==> images/final_clocks.png <==
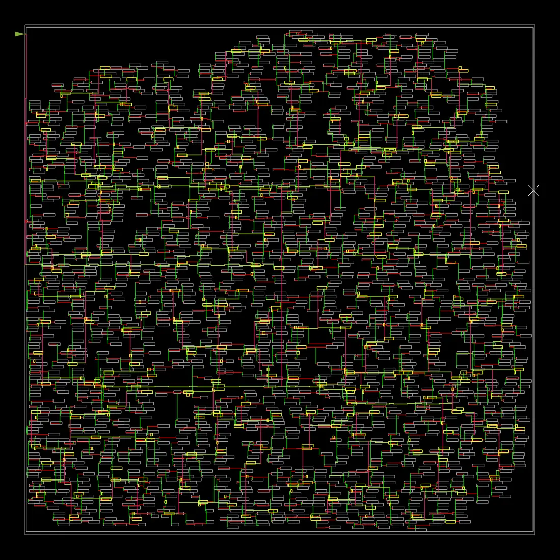
==> images/wire_density.png <==
25 x 25 tiles, from dark purple (low) to yellow (high), scaled to the fullest tile. Values are wire area over tile area, all layers added.
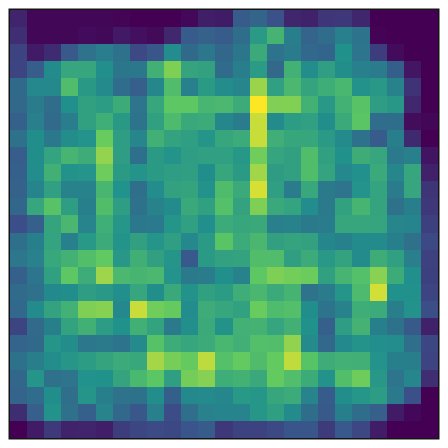
$ cat src/rtl/fft_mem_pkg.sv
// rtl/fft_mem_pkg.sv - shared FSM state type and address-width helper for the coefficient memory
package fft_mem_pkg;

    typedef enum logic [1:0] {
        IDLE = 2'd0,
        LOAD = 2'd1,
        DONE = 2'd2
    } state_e;

    // A single-word table still needs a one-bit address port.
    function automatic int calc_addrw(input int depth);
        return (depth > 1) ? $clog2(depth) : 1;
    endfunction

endpackage

$ cat src/rtl/coef_ram_1w1r.sv
// rtl/coef_ram_1w1r.sv - DEPTH x WIDTH array, synchronous write, combinational read
module coef_ram_1w1r
    import fft_mem_pkg::*;
#(
    parameter int WIDTH = 8,
    parameter int DEPTH = 256,
    localparam int ADDRW = calc_addrw(DEPTH)
) (
    input  logic             clk,
    input  logic             we,
    input  logic [ADDRW-1:0] waddr,
    input  logic [WIDTH-1:0] wdata,
    input  logic [ADDRW-1:0] raddr,
    output logic [WIDTH-1:0] rdata
);

    logic [WIDTH-1:0] mem [DEPTH];

    always_ff @(posedge clk) begin
        if (we) begin
            mem[waddr] <= wdata;
        end
    end

    // Addresses beyond the table read as zero so non-power-of-two depths are safe.
    assign rdata = (32'(raddr) < DEPTH) ? mem[raddr] : '0;

endmodule

$ cat src/rtl/coef_ram_loader.sv
// rtl/coef_ram_loader.sv - stream loader for the coefficient RAM; COEF_CHECKSUM_EN adds a load checksum
module coef_ram_loader
    import fft_mem_pkg::*;
#(
    parameter int WIDTH = 8,
    parameter int DEPTH = 256,
    localparam int ADDRW = calc_addrw(DEPTH)
) (
    input  logic             clk,
    input  logic             rst,
    input  logic             start,
    input  logic             s_valid,
    input  logic [WIDTH-1:0] s_data,
    output logic             s_ready,
    output logic             busy,
    output logic             done,
    output logic [ADDRW:0]   load_count,
    input  logic [ADDRW-1:0] rd_addr,
    output logic [WIDTH-1:0] rd_data
`ifdef COEF_CHECKSUM_EN
    ,
    output logic [WIDTH-1:0] checksum
`endif
);

    localparam logic [ADDRW-1:0] LAST_ADDR = ADDRW'(DEPTH - 1);

    state_e           state_q, state_d;
    logic [ADDRW-1:0] wr_ptr_q, wr_ptr_d;
    logic [ADDRW:0]   load_count_q, load_count_d;
    logic             we;

    always_comb begin
        state_d      = state_q;
        wr_ptr_d     = wr_ptr_q;
        load_count_d = load_count_q;
        we           = 1'b0;
        case (state_q)
            IDLE, DONE: begin
                if (start) begin
                    state_d      = LOAD;
                    wr_ptr_d     = '0;
                    load_count_d = '0;
                end
            end
            LOAD: begin
                // start is deliberately ignored here; only handshakes advance the load.
                if (s_valid) begin
                    we           = 1'b1;
                    load_count_d = load_count_q + 1'b1;
                    if (wr_ptr_q == LAST_ADDR) begin
                        wr_ptr_d = '0;
                        state_d  = DONE;
                    end else begin
                        wr_ptr_d = wr_ptr_q + 1'b1;
                    end
                end
            end
            default: state_d = IDLE;
        endcase
    end

    always_ff @(posedge clk) begin
        if (rst) begin
            state_q      <= IDLE;
            wr_ptr_q     <= '0;
            load_count_q <= '0;
        end else begin
            state_q      <= state_d;
            wr_ptr_q     <= wr_ptr_d;
            load_count_q <= load_count_d;
        end
    end

`ifdef COEF_CHECKSUM_EN
    logic [WIDTH-1:0] checksum_q, checksum_d;

    always_comb begin
        checksum_d = checksum_q;
        if ((state_q != LOAD) && start) begin
            checksum_d = '0;
        end else if (we) begin
            checksum_d = checksum_q + s_data;
        end
    end

    always_ff @(posedge clk) begin
        if (rst) begin
            checksum_q <= '0;
        end else begin
            checksum_q <= checksum_d;
        end
    end

    assign checksum = checksum_q;
`endif

    // Handshake and status are pure state decodes so s_ready never depends on s_valid.
    assign s_ready    = (state_q == LOAD);
    assign busy       = (state_q == LOAD);
    assign done       = (state_q == DONE);
    assign load_count = load_count_q;

    coef_ram_1w1r #(
        .WIDTH (WIDTH),
        .DEPTH (DEPTH)
    ) u_ram (
        .clk   (clk),
        .we    (we),
        .waddr (wr_ptr_q),
        .wdata (s_data),
        .raddr (rd_addr),
        .rdata (rd_data)
    );

endmodule
$ cat config.mk
export PLATFORM = sky130hd
export DESIGN_NAME = coef_ram_loader
export DESIGN_NICKNAME = d
export VERILOG_FILES = /design/src/rtl/fft_mem_pkg.sv /design/src/rtl/coef_ram_1w1r.sv /design/src/rtl/coef_ram_loader.sv
export SDC_FILE = /design/constraint.sdc
export NUM_CORES = 2
export LEC_CHECK = 0
export ABC_AREA = 1
export CELL_PAD_IN_SITES_DETAIL_PLACEMENT = 0
export CELL_PAD_IN_SITES_GLOBAL_PLACEMENT = 1
export CORE_UTILIZATION = 35
export DETAILED_ROUTE_END_ITERATION = 10
export PLACE_DENSITY_LB_ADDON = 0.05
export SLEW_MARGIN = 20
export SYNTH_ARGS = -nofsm -noshare
export SYNTH_HDL_FRONTEND = slang
export SYNTH_SLANG_ARGS = --single-unit
$ cat constraint.sdc
create_clock -name clk -period 2.2 [get_ports clk]
set_clock_uncertainty 0.1 [all_clocks]
set_input_delay 0.33 -clock clk [delete_from_list [all_inputs] [get_ports clk]]
set_output_delay 0.33 -clock clk [all_outputs]
set_load 0.01 [all_outputs]
==> qor.yml <==
power.share.combinational: 0.078
grt_setup_unrepaired: "yes"
critical-path-slowest-cell: "sky130_fd_sc_hd__bufbuf_16"
outcome: "finished with violations"
tapcell.inserted: 3167
finalWorstSetupSlack_ps: -699
final_cell_count_no_fill: 11000
std_cell_rows: 179
hold_depth: 4
hold_slack_ps: 275
comb_area_share: 0.217
fp.dieH_um: 492
largest_net_degree_at_the_start_of_global_routing: 91
post-route-drc-count: 1
timing.critical_path.fanout_max: 9
route.met3.wl_um: 13400
sequentialPowerShare: 0.494
worstSetupStartpoint: "rd_addr[0]"
worstPathCellList: "buf_16 > clkinv_16 > bufbuf_16 > buf_4 > buf_4 > nand2_1 > nand3_1 > nand3_1 > nand3_1 > nand3_2 > nand3_1 > nand3_2 > nand2_4 > nand2_1 > nand2_2 > buf_6"
seq-power_mw: 43.3
placedInstanceArea_sq_um: 93700
violated_checks: "design-rule violations, negative setup slack"
use_met2: 0.377
drive_gt1_frac: 0.214
clock_tree_area_fraction: 0.0690
worstPathRequired_ps: 1770
final_cell_mix: "sky130_fd_sc_hd__nand2_1 (2,082), sky130_fd_sc_hd__edfxtp_1 (2,048), sky130_fd_sc_hd__nand3_1 (1,543), sky130_fd_sc_hd__buf_4 (563), sky130_fd_sc_hd__nand3_2 (387)"
htreeDepth: 4
routed_metal_1_wire_length_um: 130000
timing_max_transition_violations_final: 0
timing_worst_slew_pin_value_ps: 628
switching_share: 0.239
first_global_vias: 55600
n_sequential_cell: 2067
pwr_density_cell_nw_per_um2: 832
use_met3: 0.0305
gr-usage-met1: 0.329
reg2regPathDepth: 6
globalRoute.busiestLayer: "met2"
worst_path_most_repeated_cell: "sky130_fd_sc_hd__nand3_1"
worstHoldPathType: "in -> reg"
grt_overflow: 0
dr.first_iter.drc_count: 4717
diodes: 1
detail_route.first_pass.iterations: 8
lay_top_count: "sky130_fd_sc_hd__nand2_1"
dp.cells: 10500
final-setup-viol-count: 38
min_period_ps: 2900
crit_reg_reg_startpoint: "wr_ptr_q[3]"
synth_area_leader_cell: "sky130_fd_sc_hd__edfxtp_1"
yosys-stat-area_sq_um: 84000
area_share_nonclk_buffers: 0.0866
clkSlewWorstSetupHoldPaths_ps: 60
synth_largest_type_area_fraction: 0.732
postSynthCellCount: 7069
regToRegEndpoint: "u_ram.mem[101][6]"
synth_adder_area_share: 0.000745
vdd_drop_max_uv: 647
synth.cellmix.xorXnorShare: 0.000104
worstSetupEndpointType: "output pin"
max_freq_mhz: 345
layout.area.seq_sq_um: 61900
routed_wire_length_per_instance_um: 26.0
clockNetworkPower_mw: 37.5
final_area_sq_um: 105000
grt_first_pass_wirelength_um: 407000
timing.critical_path.from_type: "primary input"
## Picture notes: final_clocks.png
Clock Sinks: 2,067
clock latency on the worst-skew pair: 870 ps
clock buffers: 280
TritonCTS buffer count: 230

## Picture notes: wire_density.png
mean over tiles	0.18
fullest tile	0.40
nearly empty tiles	5.3%
tiles over half the peak	48%
Total Wirelength: 286,000 um
all-layer global routing usage: 0.232
overall via count from detail_route: 56,800

## registers in the layout (all words and copies together) (netlist names)
name / count
u_ram.mem: 2048
load_count: 9
state_q: 2
wr_ptr_q: 8
## cells in the mapped netlist
master                      instances
sky130_fd_sc_hd__nand2_1         2126
sky130_fd_sc_hd__edfxtp_1        2048
sky130_fd_sc_hd__nand3_1         2026
sky130_fd_sc_hd__nor2_1           283
sky130_fd_sc_hd__buf_2            254
sky130_fd_sc_hd__clkbuf_1         115
sky130_fd_sc_hd__buf_4             71
sky130_fd_sc_hd__buf_1             39
sky130_fd_sc_hd__inv_1             30
sky130_fd_sc_hd__dfxtp_1           19
sky130_fd_sc_hd__a21oi_1           13
sky130_fd_sc_hd__nor3_1             7
sky130_fd_sc_hd__buf_6              6
sky130_fd_sc_hd__nand4_1            6
sky130_fd_sc_hd__o21ai_0            6
sky130_fd_sc_hd__ha_1               5
sky130_fd_sc_hd__inv_2              3
sky130_fd_sc_hd__and3_1             2
sky130_fd_sc_hd__a2111oi_0          1
sky130_fd_sc_hd__a211oi_1           1
sky130_fd_sc_hd__and3_2             1
sky130_fd_sc_hd__inv_4              1
sky130_fd_sc_hd__nand2_2            1
sky130_fd_sc_hd__nand2_4            1
sky130_fd_sc_hd__nor2_2             1
sky130_fd_sc_hd__nor2_4             1
sky130_fd_sc_hd__nor4_1             1
sky130_fd_sc_hd__xor2_1             1
## per-stage QoR
step / power, mW / setup WS, ps / utilization
final: 87.6 / -699 / 0.442
after global routing: 90.3 / -795 / 0.442
after CTS: 88.2 / -818 / 0.435
after detailed placement: 50.1 / -1670 / 0.394
after global placement: 50.1 / -1720 / 0.394
after floorplan: 46.8 / 4.18 / -
Power is estimated from default activity; no workload was simulated.
